**src/rtl/display_scan_if.sv**
```systemverilog
// Signal bundle between the display scan controller and the board side:
// the digit selector, the anodes, the segments and the decimal point.
interface display_scan_if #(
  parameter int ANCHO = 4
);
  logic             en;
  logic             lz_en;
  logic [7:0]       dp_mask;
  logic [ANCHO-1:0] digit_in;
  logic [2:0]       sel;
  logic [7:0]       an;
  logic [6:0]       seg;
  logic             dp;

  modport master (
    input  en,
    input  lz_en,
    input  dp_mask,
    input  digit_in,
    output sel,
    output an,
    output seg,
    output dp
  );

  modport slave (
    output en,
    output lz_en,
    output dp_mask,
    output digit_in,
    input  sel,
    input  an,
    input  seg,
    input  dp
  );
endinterface

```
**src/rtl/display_scan.sv**
```systemverilog
// Scan controller for an 8-digit multiplexed 7-segment display: digit select,
// hex decode, anti-ghost blanking and leading-zero suppression.
module display_scan #(
  parameter int ANCHO     = 4,
  parameter int PRESCALE  = 100000,
  parameter int BLANK_CYC = 2
) (
  input  logic          clk,
  input  logic          rst,
  display_scan_if.master bus
);

  localparam int CW = (PRESCALE > 1) ? $clog2(PRESCALE) : 1;
  localparam logic [CW-1:0] CNT_LAST  = CW'(PRESCALE - 1);
  localparam logic [CW-1:0] CNT_BLANK = CW'(BLANK_CYC);

  logic [CW-1:0] cnt_q, cnt_d;
  logic [2:0]    sel_q, sel_d;
  logic          seen_q, seen_d;
  logic [7:0]    an_q, an_d;
  logic [6:0]    seg_q, seg_d;
  logic          dp_q, dp_d;

  logic          tick;
  logic          blank_digit;
  logic [3:0]    dig;

  assign dig = bus.digit_in[3:0];

  function automatic logic [6:0] hex7(input logic [3:0] d);
    logic [6:0] s;
    case (d)
      4'h0: s = 7'h40;
      4'h1: s = 7'h79;
      4'h2: s = 7'h24;
      4'h3: s = 7'h30;
      4'h4: s = 7'h19;
      4'h5: s = 7'h12;
      4'h6: s = 7'h02;
      4'h7: s = 7'h78;
      4'h8: s = 7'h00;
      4'h9: s = 7'h10;
      4'hA: s = 7'h08;
      4'hB: s = 7'h03;
      4'hC: s = 7'h46;
      4'hD: s = 7'h21;
      4'hE: s = 7'h06;
      default: s = 7'h0E;
    endcase
    return s;
  endfunction

  always_comb begin
    tick        = bus.en && (cnt_q == CNT_LAST);
    // The rightmost digit always shows, so a value of zero still displays "0".
    blank_digit = bus.lz_en && (dig == 4'h0) && !seen_q && (sel_q != 3'd7);

    cnt_d  = cnt_q;
    sel_d  = sel_q;
    seen_d = seen_q;
    if (bus.en) begin
      cnt_d = tick ? '0 : cnt_q + 1'b1;
    end
    if (tick) begin
      sel_d = sel_q + 3'd1;
      if (sel_q == 3'd7) begin
        seen_d = 1'b0;
      end else if (dig != 4'h0) begin
        seen_d = 1'b1;
      end
    end

    an_d  = 8'hFF;
    seg_d = 7'h7F;
    dp_d  = 1'b1;
    if (bus.en) begin
      // Anodes stay dark for the first cycles of a slot to hide the previous digit.
      an_d  = (cnt_q < CNT_BLANK) ? 8'hFF : ~(8'h80 >> sel_q);
      seg_d = blank_digit ? 7'h7F : hex7(dig);
      dp_d  = ~bus.dp_mask[3'd7 - sel_q];
    end
  end

  always_ff @(posedge clk or posedge rst) begin
    if (rst) begin
      cnt_q  <= '0;
      sel_q  <= 3'd0;
      seen_q <= 1'b0;
      an_q   <= 8'hFF;
      seg_q  <= 7'h7F;
      dp_q   <= 1'b1;
    end else begin
      cnt_q  <= cnt_d;
      sel_q  <= sel_d;
      seen_q <= seen_d;
      an_q   <= an_d;
      seg_q  <= seg_d;
      dp_q   <= dp_d;
    end
  end

  assign bus.sel = sel_q;
  assign bus.an  = an_q;
  assign bus.seg = seg_q;
  assign bus.dp  = dp_q;

endmodule

```
**src/flat_wrapper.sv**
```systemverilog
// flat-port wrapper written by rule: the top's interface ports become plain ports
module display_scan_flat 
#(
  parameter int ANCHO     = 4,
  parameter int PRESCALE  = 100000,
  parameter int BLANK_CYC = 2
)
  (clk, rst, bus_en, bus_lz_en, bus_dp_mask, bus_digit_in, bus_sel, bus_an, bus_seg, bus_dp);
  display_scan_if #(.ANCHO(ANCHO)) bus_i ();
  input  logic clk;
  input  logic rst;
  input wire logic [$bits(bus_i.en)-1:0] bus_en;
  input wire logic [$bits(bus_i.lz_en)-1:0] bus_lz_en;
  input wire logic [$bits(bus_i.dp_mask)-1:0] bus_dp_mask;
  input wire logic [$bits(bus_i.digit_in)-1:0] bus_digit_in;
  output wire logic [$bits(bus_i.sel)-1:0] bus_sel;
  output wire logic [$bits(bus_i.an)-1:0] bus_an;
  output wire logic [$bits(bus_i.seg)-1:0] bus_seg;
  output wire logic [$bits(bus_i.dp)-1:0] bus_dp;
  assign bus_i.en = bus_en;
  assign bus_i.lz_en = bus_lz_en;
  assign bus_i.dp_mask = bus_dp_mask;
  assign bus_i.digit_in = bus_digit_in;
  assign bus_sel = bus_i.sel;
  assign bus_an = bus_i.an;
  assign bus_seg = bus_i.seg;
  assign bus_dp = bus_i.dp;
  display_scan #(.ANCHO(ANCHO), .PRESCALE(PRESCALE), .BLANK_CYC(BLANK_CYC)) u_core (.clk(clk), .rst(rst), .bus(bus_i));
endmodule
```
**config.mk**
```make
export PLATFORM = sky130hd
export DESIGN_NAME = display_scan_flat
export DESIGN_NICKNAME = d
export VERILOG_FILES = /design/src/rtl/display_scan_if.sv /design/src/rtl/display_scan.sv /design/src/flat_wrapper.sv
export SDC_FILE = /design/constraint.sdc
export NUM_CORES = 1
export LEC_CHECK = 0
export CAP_MARGIN = 20
export CORE_ASPECT_RATIO = 1.75
export CORE_UTILIZATION = 55
export CTS_CLUSTER_DIAMETER = 50
export CTS_CLUSTER_SIZE = 20
export DETAILED_ROUTE_END_ITERATION = 10
export PLACE_DENSITY = 0.89
export SYNTH_ARGS = -nofsm -noshare
export SYNTH_HDL_FRONTEND = slang
export SYNTH_SLANG_ARGS = --single-unit
```
**constraint.sdc**
```tcl
create_clock -name clk -period 2.26 [get_ports clk]
set_input_delay 0.452 -clock clk [delete_from_list [all_inputs] [get_ports clk]]
set_output_delay 0.452 -clock clk [all_outputs]
set_load 0.02 [all_outputs]
```
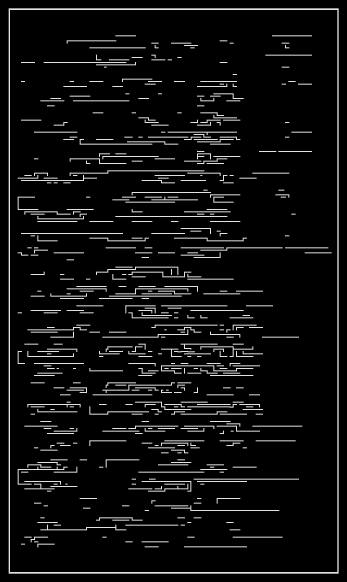
Fig. 1. Signal wires on met1 (run 1).
main direction: horizontal
wire length on this layer: 1480 µm
longest straight run: 15.6 µm
share of all routed wire: 35%
nets with wire on the layer: 224
final WL: 4200 µm
via count: 1467
grt met1 use: 0.277

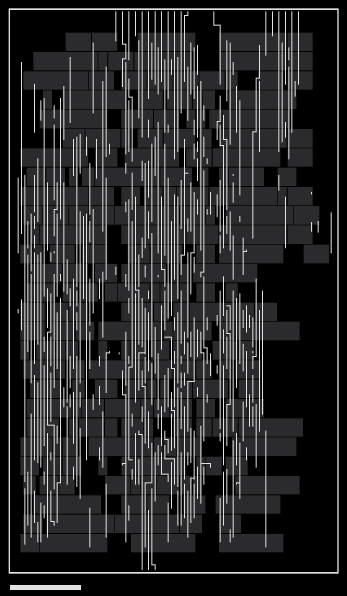
Fig. 2. Metal 2 (run 1).
The bar under the picture is 10 µm long.
longest straight run: 43.2 µm
wire length on this layer: 2550 µm
share of all routed wire: 61%
M2 GR Usage: 0.503

==> flow_summary.ini, run 1 <==
; implementation run metrics
[outcome]
status = finished clean

[synthesis]
yosysChipArea_mm2 = 0.00188
async_flop_share = 1.00
ys_cells = 174
syn_inst = 174
muxShareOfSynthArea = 0.0520
synthAoiAreaFrac = 0.0733
ys.flop_type = dfrtp_1
fp_nets = 203
ys_ff = 37
yosysTopAreaCell = dfrtp_1
top_cell_area_share = 0.280
common_cells = dfrtp_1, nand2_1, dfstp_2
syn_area_per_cell_um2 = 10.8
synth_area_mm2 = 0.00188
logic_family = simple AND/OR/NAND/NOR gates
area_leaders = dfrtp_1, dfstp_2, ha_1
xor_share = 0.0653
ys_sh_adder = 0.0866
ys_seq_frac = 0.504
simple_gate_area_frac = 0.193
enable_flop_cells = 0
synth_cell_type_count = 36

[clocking]
cts_resized = 0
post_cts_buffers = 0
cts.sink_count = 37
cts_hold_buf = 0
clk_pin_slew_ns = 0.07
insertion_delay_ns = 0.29
numCtsBuffers = 5

[final_layout]
stdcell_area_mm2 = 0.00242
fin_nets = 251
layout-drive-gt1-share = 0.184
antenna_cells = 0
final.fill_count = 217
lay_top_cells = clkdlybuf4s50_1, nand2_1, dfrtp_1
mostFrequentLayoutCell = clkdlybuf4s50_1

[detailed_routing]
drt_iter0_drc = 62
post-route-drc-count = 0
vias_per_cell = 5.52
first_pass_iters = 4

[sta]
setup-violations-final = 0
slew_violations = 0
skew_ns = 0.00244
final_hold_viol_count = 0
max_freq_ghz = 0.494
fin_hold_ws_ns = 0.494
fin_crit_ns = 2.02
rsz0062_at_grt = false
worstMarginPinSlew_ns = 0.686
finalWorstSetupSlack_ns = 0.236
maxSlewHeadroom = 0.540
post-route-period-util = 0.896

[floorplan]
num_rows = 27
die-area_mm2 = 0.00366
fp_util = 0.585
fp.dieW_um = 46.2
fp.coreArea_mm2 = 0.00321
ios = 35
die_h_um = 79.3

[critical_path]
cp.depth = 6
critPathBufInv = 2
worstSetupPathType = in -> reg
cp-start-kind = input port
slowest_stage = a31oi_1
cp_max_fo = 7
cp_top_family = AND-OR/OR-AND gates
worstRegToRegCells = 5
cp.required_ns = 2.43
critPathMaxStageDelay_ns = 0.58

[power_and_ir_drop]
pg_clk_uw = 442
powerSeq_uw = 797
combPwrFrac = 0.186
power_switching_uw = 437
p_int_uw = 1090
power_leader = sequential cells
cellLeakagePower_uw = 0.00106
switching_share = 0.287
pwr-share-clk = 0.290

[placed_design]
io_buffers = 34
dpl_cell_area_mm2 = 0.00234
hpwl_um = 3260
dpl_worst_slack_ns = -0.0351
place.gp.congestion = 0.790

[global_routing]
grt_pass1_vias = 1550
grt_overflow = 0
grt_first_pass_wirelength_um = 6990

[job]
warning_count = 35
maxCapViolations = 0

[hold_path]
holdPathStages = 1
hp-class = reg -> reg
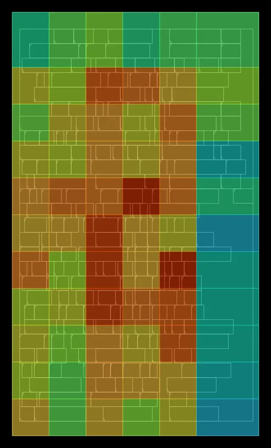
Fig. 3. Congestion heat map (run 1).
Avg WL per Cell: 15.8 µm
routing usage on met3: 0.0591
Global Route Usage Sum: 0.268

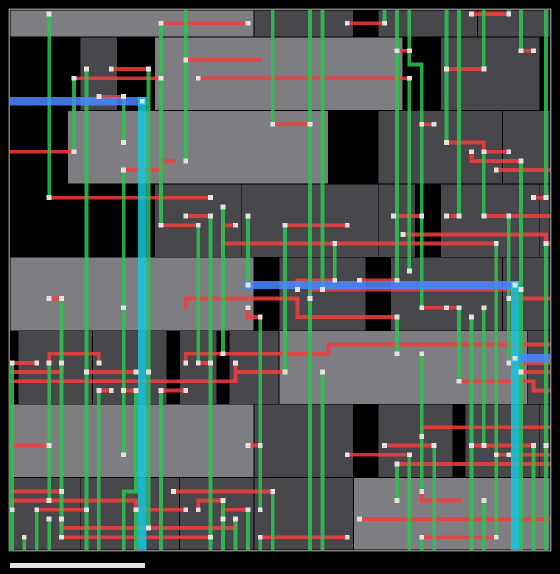
Fig. 4. Layout detail (run 1).
The bar under the picture is 5 µm long. Region (2, 49) to (22, 69) µm. Cells in grey, sequential cells in the stronger grey; small squares are vias.
legend:
  cyan:
    layer: met4
  blue:
    layer: met3
  red:
    layer: met1
  green:
    layer: met2
most frequent: clkdlybuf4s50_1 (5)
cells with their middle in the window: 26
sequential cells in the window: 6
netlist names of flops here include: `u_core.bus.seg` (3), `u_core.cnt_q` (2)

run 1: final timing paths:
path	startpoint	to	slack, ns
min in group asynchronous	rst	u_core.bus.sel[2]	0.58
worst max-delay path	bus_digit_in[0]	u_core.bus.seg[0]	0.24
worst min-delay path	u_core.cnt_q[12]	u_core.cnt_q[12]	0.49
worst max register to register	u_core.bus.sel[0]	u_core.bus.seg[0]	0.39
worst min register to register	u_core.cnt_q[12]	u_core.cnt_q[12]	0.49
max in group asynchronous	rst	u_core.bus.seg[4]	1.34
run 1: registers in the layout, indices dropped and copies added (netlist names):
name / cells
u_core.cnt_q: 17
u_core.bus.an: 8
u_core.bus.seg: 7
u_core.bus.sel: 3
u_core.bus.dp: 1
u_core.seen_q: 1
run 1: final cells by class:
| type | instances | area [µm²] | share of cell area |
|---|---|---|---|
| clock buffer | 5 | 68.8 | 0.0284 |
| sequential | 37 | 946 | 0.390 |
| inverter | 9 | 33.8 | 0.0139 |
| timing repair buffer | 45 | 423 | 0.174 |
| multi-input combinational | 124 | 882 | 0.364 |
| clock inverter | 3 | 17.5 | 0.00722 |
| tap | 43 | 53.8 | 0.0222 |
run 1: metrics by stage:
| stage | setup TNS, ns | util | std cells | total power (µW) |
|---|---|---|---|---|
| global placement | 0 | 0.729 | 258 | 1070 |
| detailed placement | -0.0580 | 0.729 | 258 | 1090 |
| floorplan | 0 | - | 174 | 963 |
| finish | 0 | 0.756 | 266 | 1520 |
| CTS | 0 | 0.756 | 266 | 1530 |
| global route | 0 | 0.756 | 266 | 1590 |
run 1: per-layer routing:
layer	vias to the layer above	global-route usage	routed length (µm)
li1	699	-	-
met1	738	0.277	1480
met2	24	0.503	2550
met3	6	0.0591	121
met4	0	0.0765	56
met5	-	0	0
==> run 2, diff against run 1 <==
--- a/config.mk
+++ b/config.mk
@@ -7,11 +7,12 @@
 export LEC_CHECK = 0
 export CAP_MARGIN = 20
 export CORE_ASPECT_RATIO = 1.75
-export CORE_UTILIZATION = 55
+export CORE_UTILIZATION = 46
 export CTS_CLUSTER_DIAMETER = 50
 export CTS_CLUSTER_SIZE = 20
 export DETAILED_ROUTE_END_ITERATION = 10
-export PLACE_DENSITY = 0.89
+export PLACE_DENSITY = 0.8
+export SLEW_MARGIN = 20
 export SYNTH_ARGS = -nofsm -noshare
 export SYNTH_HDL_FRONTEND = slang
 export SYNTH_SLANG_ARGS = --single-unit
==> constraint.sdc (replaced) <==
create_clock -name clk -period 1.78 [get_ports clk]
set_input_delay 0.356 -clock clk [delete_from_list [all_inputs] [get_ports clk]]
set_output_delay 0.356 -clock clk [all_outputs]
set_load 0.02 [all_outputs]
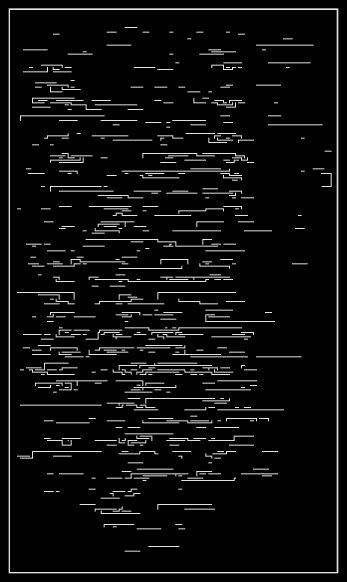
Fig. 5. Signal wires on met1 (run 2).
via count: 1508
grt met1 use: 0.198
final WL: 4030 µm

==> run 2 against run 1 <==
Effect of this change:
- synthesized cell count unchanged
- setup slack got worse by 0.21 ns
- clock skew increased by 0.0036 ns
- largest cell class unchanged
- sequential cell count unchanged
==> flow_summary.ini, run 2 <==
; implementation run metrics
[synthesis]
logic_family = simple AND/OR/NAND/NOR gates
ys.flop_type = dfrtp_1
fp_nets = 203
enable_flop_cells = 0
yosysTopAreaCell = dfrtp_1
muxShareOfSynthArea = 0.0520
ys_seq_frac = 0.504
simple_gate_area_frac = 0.193
syn_area_per_cell_um2 = 10.8
ys_cells = 174
synthAoiAreaFrac = 0.0733
synth_cell_type_count = 36
async_flop_share = 1.00
synth_area_mm2 = 0.00188
top_cell_area_share = 0.280
ys_ff = 37
area_leaders = dfrtp_1, dfstp_2, ha_1
ys_sh_adder = 0.0866
syn_inst = 174
yosysChipArea_mm2 = 0.00188
xor_share = 0.0653
yosysWarnings = 0
common_cells = dfrtp_1, nand2_1, dfstp_2

[sta]
skew_ns = 0.00601
slew_violations = 0
fin_crit_ns = 1.76
final_hold_viol_count = 0
post-route-period-util = 0.987
maxSlewHeadroom = 0.710
max_freq_ghz = 0.569
setup-violations-final = 0
rsz0062_at_grt = true
tns_ns = 0
fin_hold_ws_ns = 0.477
worstMarginPinSlew_ns = 0.435

[outcome]
status = finished clean

[clocking]
cts.sink_count = 37
cts_root_buf = clkbuf_8
htree_num_levels = 2
cts_resized = 3
numCtsBuffers = 5
insertion_delay_ns = 0.29
post_cts_buffers = 0
cts_tree = built
cts_buffer_depth = 2
cts_hold_buf = 0
clk_pin_slew_ns = 0.07

[global_routing]
grt_first_pass_wirelength_um = 6570
grt_overflow = 0
grt_pass1_vias = 1487
antenna_found_initial = 0
grt_usage = 0.204
grt_max_degree = 38

[detailed_routing]
first_pass_iters = 5
drt_iter0_drc = 13
ant_nets = 0
detail_route.wl_per_cell_um = 14.0
vias_per_cell = 5.25
post-route-drc-count = 0

[floorplan]
die-area_mm2 = 0.00435
die_h_um = 86.5
ios = 35
fp.coreArea_mm2 = 0.00390
num_rows = 30
fp_util = 0.481
fp.dieW_um = 50.3

[power_and_ir_drop]
finalPower_uw = 1990
cellLeakagePower_uw = 0.00116
peakVddDrop_uv = 564
power_density_mw_per_mm2 = 767

[final_layout]
area_growth_pct = 38.1
lay_top_cells = buf_4, clkdlybuf4s50_1, nand2_1, dfrtp_1, dfstp_2
fin_nets = 267
mostFrequentLayoutCell = buf_4
layout-drive-gt1-share = 0.247
largest_reg_flops = 17
regMostFlops = u_core.cnt_q
antenna_cells = 0

[critical_path]
r2r_start = u_core.cnt_q[12]
worstPathArrival_ns = 1.40
cp_top_family = buffers and inverters
path_cells = clkdlybuf4s50_1
cp_max_fo = 1
critPathMaxStageDelay_ns = 0.59
cp-start-kind = flip-flop
slowest_stage = clkdlybuf4s50_1
cp.required_ns = 1.42
crit_path_start = u_core.bus.seg[3]
worstSetupPathType = reg -> out
end_kind = output pin
critPathBufInv = 1

[placed_design]
hpwl_um = 3030
io_buffers = 34
place.gp.congestion = 0.817

[hold_path]
hp-class = in -> async

[job]
maxCapViolations = 0
warning_count = 36
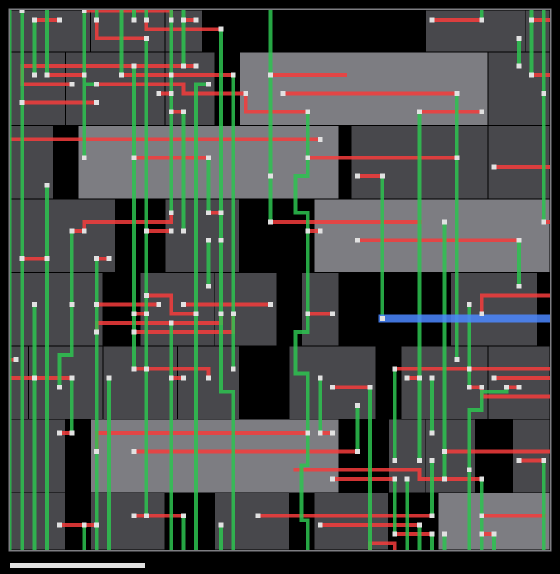
Fig. 6. Layout detail (run 2).
The bar under the picture is 5 µm long. Region (3, 55) to (23, 75) µm. Cells in grey, sequential cells in the stronger grey; small squares are vias.
legend:
  red:
    layer: met1
  green:
    layer: met2
  blue:
    layer: met3
cells with their middle in the window: 33
sequential cells in the window: 4
most frequent: buf_4 (6), clkdlybuf4s50_1 (4)

[run 2: cell types whose count changed in the layout (fill, tap and decap cells not counted), sizes merged]
cell / delta
clkinv: -2
buf: +16
dlymetal6s2s: +7
clkbuf: +3
clkdlybuf4s50: -9
dlygate4sd2: +2
clkinvlp: -1
[run 2: per-stage QoR]
stage                     worst slack, ns  area, µm²  instances   util
after floorplan                     0.201       1880        174      -
after global placement             -0.192       2460        279  0.631
after detailed placement           -0.181       2460        279  0.631
after CTS                         0.00264       2560        287  0.655
after global routing              -0.0160       2590        287  0.664
final                              0.0223       2590        287  0.664
[run 2: path summary, 6_finish.rpt]
| path | end | slack, ns | cells after the start |
|---|---|---|---|
| max in group asynchronous | u_core.bus.dp | 0.97 | 3 |
| min in group clk | u_core.cnt_q[12] | 0.51 | 1 |
| worst min register to register | u_core.cnt_q[12] | 0.51 | 1 |
| worst min-delay path | u_core.cnt_q[4] | 0.48 | 3 |
| worst max register to register | u_core.bus.sel[1] | 0.04 | 4 |
| worst max-delay path | bus_seg[3] | 0.02 | 1 |
[run 2: area by class of cell]
cell class              count  area [µm²]
inverters                   9        33.8
well taps                  48        60.1
repair buffers             61         558
flip-flops and latches     37         946
clock buffers               8        90.1
multi-input cells         124         906
fillers                   304        1310
[run 2: metal layers]
metal / track usage / wire length (µm) / vias up / part of all wire
met5: 0 / 0 / - / 0
met4: 0.0884 / 78 / 0 / 0.019
met3: 0.0368 / 88 / 6 / 0.022
met2: 0.399 / 2480 / 28 / 0.61
met1: 0.198 / 1390 / 737 / 0.34
li1: - / - / 737 / -
[run 2: report_power, final]
group	internal (µW)	total [µW]	switching, µW
Clock	315	593	277
Combinational	189	383	193
Sequential	931	1010	83.1
Total	1440	1990	554
==> run 3, diff against run 2 <==
--- a/config.mk
+++ b/config.mk
@@ -5,7 +5,7 @@
 export SDC_FILE = /design/constraint.sdc
 export NUM_CORES = 1
 export LEC_CHECK = 0
-export CAP_MARGIN = 20
+export CAP_MARGIN = 40
 export CORE_ASPECT_RATIO = 1.75
 export CORE_UTILIZATION = 46
 export CTS_CLUSTER_DIAMETER = 50
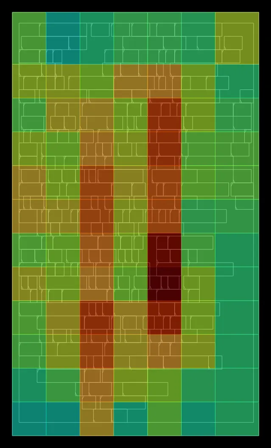
Fig. 7. Congestion heat map (run 3).
final core utilization: 0.664
Avg WL per Cell: 14.0 µm
routing usage on met3: 0.0368
M2 GR Usage: 0.399

==> run 3 against run 2 <==
Effect of this change:
- utilization did not move
- fmax did not move
- total power did not move
- clock-buffer cell count did not move
- first-iteration DRC count did not move
- synthesized cell count did not move
- sequential cell count did not move
- setup slack did not move
- die area did not move
- global-route usage did not move
- critical path depth did not move
- sequential share of layout area did not move
- critical path type unchanged
- largest power group unchanged
- highest routed layer unchanged
==> flow_summary.ini, run 3 <==
; implementation run metrics
[detailed_routing]
drt_iter0_drc = 13
post-route-drc-count = 0
wirelength_um = 4030
first_pass_iters = 5
vias_per_cell = 5.25
ant_nets = 0
dr_total_vias = 1508

[synthesis]
ys_seq_frac = 0.504
top_cell_area_share = 0.280
yosysTopAreaCell = dfrtp_1
async_flop_share = 1.00
syn_area_per_cell_um2 = 10.8
yosysWarnings = 0
ys_cells = 174
fp_nets = 203
ys_ff = 37
yosysChipArea_mm2 = 0.00188
syn_inst = 174
ys.flop_type = dfrtp_1
area_leaders = dfrtp_1, dfstp_2, ha_1
common_cells = dfrtp_1, nand2_1, dfstp_2
enable_flop_cells = 0
synth_area_mm2 = 0.00188
synth_cell_type_count = 36

[critical_path]
r2r_end = u_core.bus.sel[1]
reg2reg_slack_ns = 0.04
r2r_start = u_core.cnt_q[12]
cp_max_fo = 1
cp.depth = 1
critPathMaxStageDelay_ns = 0.59
worstRegToRegCells = 4
worstSetupPathType = reg -> out
crit_path_start = u_core.bus.seg[3]
setup.worst_path.end = bus_seg[3]
cp.required_ns = 1.42
end_kind = output pin
cp-start-kind = flip-flop
critPathBufInv = 1
cp_top_family = buffers and inverters
path_cells = clkdlybuf4s50_1
worstPathArrival_ns = 1.40
slowest_stage = clkdlybuf4s50_1

[final_layout]
antenna_cells = 0
fin_cells = 287
largest_reg_flops = 17
fin_nets = 267
area_growth_pct = 38.1
stdcell_area_mm2 = 0.00259
mostFrequentLayoutCell = buf_4
final.fill_count = 304
lay_top_cells = buf_4, clkdlybuf4s50_1, nand2_1, dfrtp_1, dfstp_2
regMostFlops = u_core.cnt_q
layout-drive-gt1-share = 0.247

[sta]
final_hold_viol_count = 0
fin_hold_ws_ns = 0.477
worstMarginPinSlew_ns = 0.435
rsz0062_at_grt = true
skew_ns = 0.00601
post-route-period-util = 0.987
setup-violations-final = 0
max_freq_ghz = 0.569
fin_crit_ns = 1.76
slew_violations = 0
maxSlewHeadroom = 0.710

[floorplan]
die-area_mm2 = 0.00435
fp.coreArea_mm2 = 0.00390
fp.dieW_um = 50.3
num_rows = 30
die_h_um = 86.5
fp_util = 0.481
ios = 35

[global_routing]
grt_first_pass_wirelength_um = 6570
grt_usage = 0.204
grt_overflow = 0
antenna_found_initial = 0
grt_pass1_vias = 1487
grt_max_degree = 38

[power_and_ir_drop]
combPwrFrac = 0.192
powerSeq_uw = 1010
power_combinational_uw = 383
pg_clk_uw = 593
peakVddDrop_uv = 564
pwr-share-seq = 0.510
p_int_uw = 1440
power_leader = sequential cells
power_switching_uw = 554
switching_share = 0.278
cellLeakagePower_uw = 0.00116
power_density_mw_per_mm2 = 767
pwr-share-clk = 0.298

[job]
warning_count = 36
maxCapViolations = 0

[clocking]
insertion_delay_ns = 0.29
htree_num_levels = 2
cts_buffer_depth = 2
cts.sink_count = 37
cts_hold_buf = 0
cts_tree = built
cts_root_buf = clkbuf_8
clk_pin_slew_ns = 0.07
numCtsBuffers = 5

[placed_design]
place.gp.congestion = 0.817
io_buffers = 34
dpl_cell_area_mm2 = 0.00246
dpl.cell_count = 279
hpwl_um = 3030

[hold_path]
hp-class = in -> async

[outcome]
status = finished clean
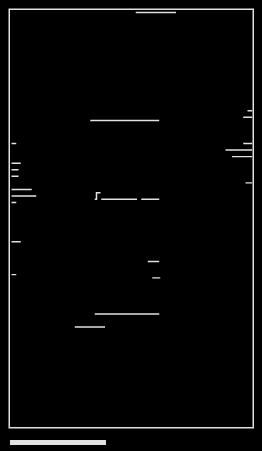
Fig. 8. Met3 routing (run 3).
The bar under the picture is 20 µm long.
wire length on this layer: 88.1 µm
share of all routed wire: 2.2%
nets with wire on the layer: 20
longest straight run: 14.0 µm

run 3: cell counts after synthesis:
Identical to the previous run, type by type.
run 3: layout make-up:
| cell class | instances | area (µm²) | share of cell area |
|---|---|---|---|
| repair buffers | 61 | 558 | 0.215 |
| inverters | 9 | 33.8 | 0.0130 |
| multi-input cells | 124 | 906 | 0.349 |
| clock buffers | 8 | 90.1 | 0.0347 |
| well taps | 48 | 60.1 | 0.0232 |
| flip-flops and latches | 37 | 946 | 0.365 |
run 3: stage by stage:
| stage | setup WS, ns | util | setup TNS, ns | power [µW] |
|---|---|---|---|---|
| 5_1_grt | -0.0160 | 0.664 | -0.0160 | 2080 |
| 2_1_floorplan | 0.201 | - | 0 | 1220 |
| 3_5_place_dp | -0.181 | 0.631 | -2.41 | 1390 |
| 4_1_cts | 0.00264 | 0.655 | 0 | 1980 |
| 3_3_place_gp | -0.192 | 0.631 | -1.76 | 1380 |
| 6_report | 0.0223 | 0.664 | 0 | 1990 |
run 3: layer usage:
layer | wire length [µm] | GRT usage | vias up | part of all wire
met1 | 1390 | 0.198 | 737 | 0.34
li1 | - | - | 737 | -
met2 | 2480 | 0.399 | 28 | 0.61
met4 | 78 | 0.0884 | 0 | 0.019
met3 | 88 | 0.0368 | 6 | 0.022
met5 | 0 | 0 | - | 0
run 3: timing repair:
action / 4_1_cts / 5_1_grt
endpoints found under the setup margin: 5 / 18
buffers inserted: 0 / 0
gates cloned: 0 / 0
resized: 3 / 10
run 3: cell families (layout without fill, tap and decap cells):
logic type,after synthesis,after routing,share of synthesized area
multiplexers,7,7,0.0520
flip-flops,37,37,0.504
AND-OR/OR-AND,20,20,0.0733
AND/OR/NAND/NOR,70,70,0.193
XOR/XNOR,14,14,0.0653
adder cells (fa/ha/maj),13,13,0.0866
buffers and inverters,13,78,0.0266
Power figures rest on the tool's default switching activity, not on a simulated workload.
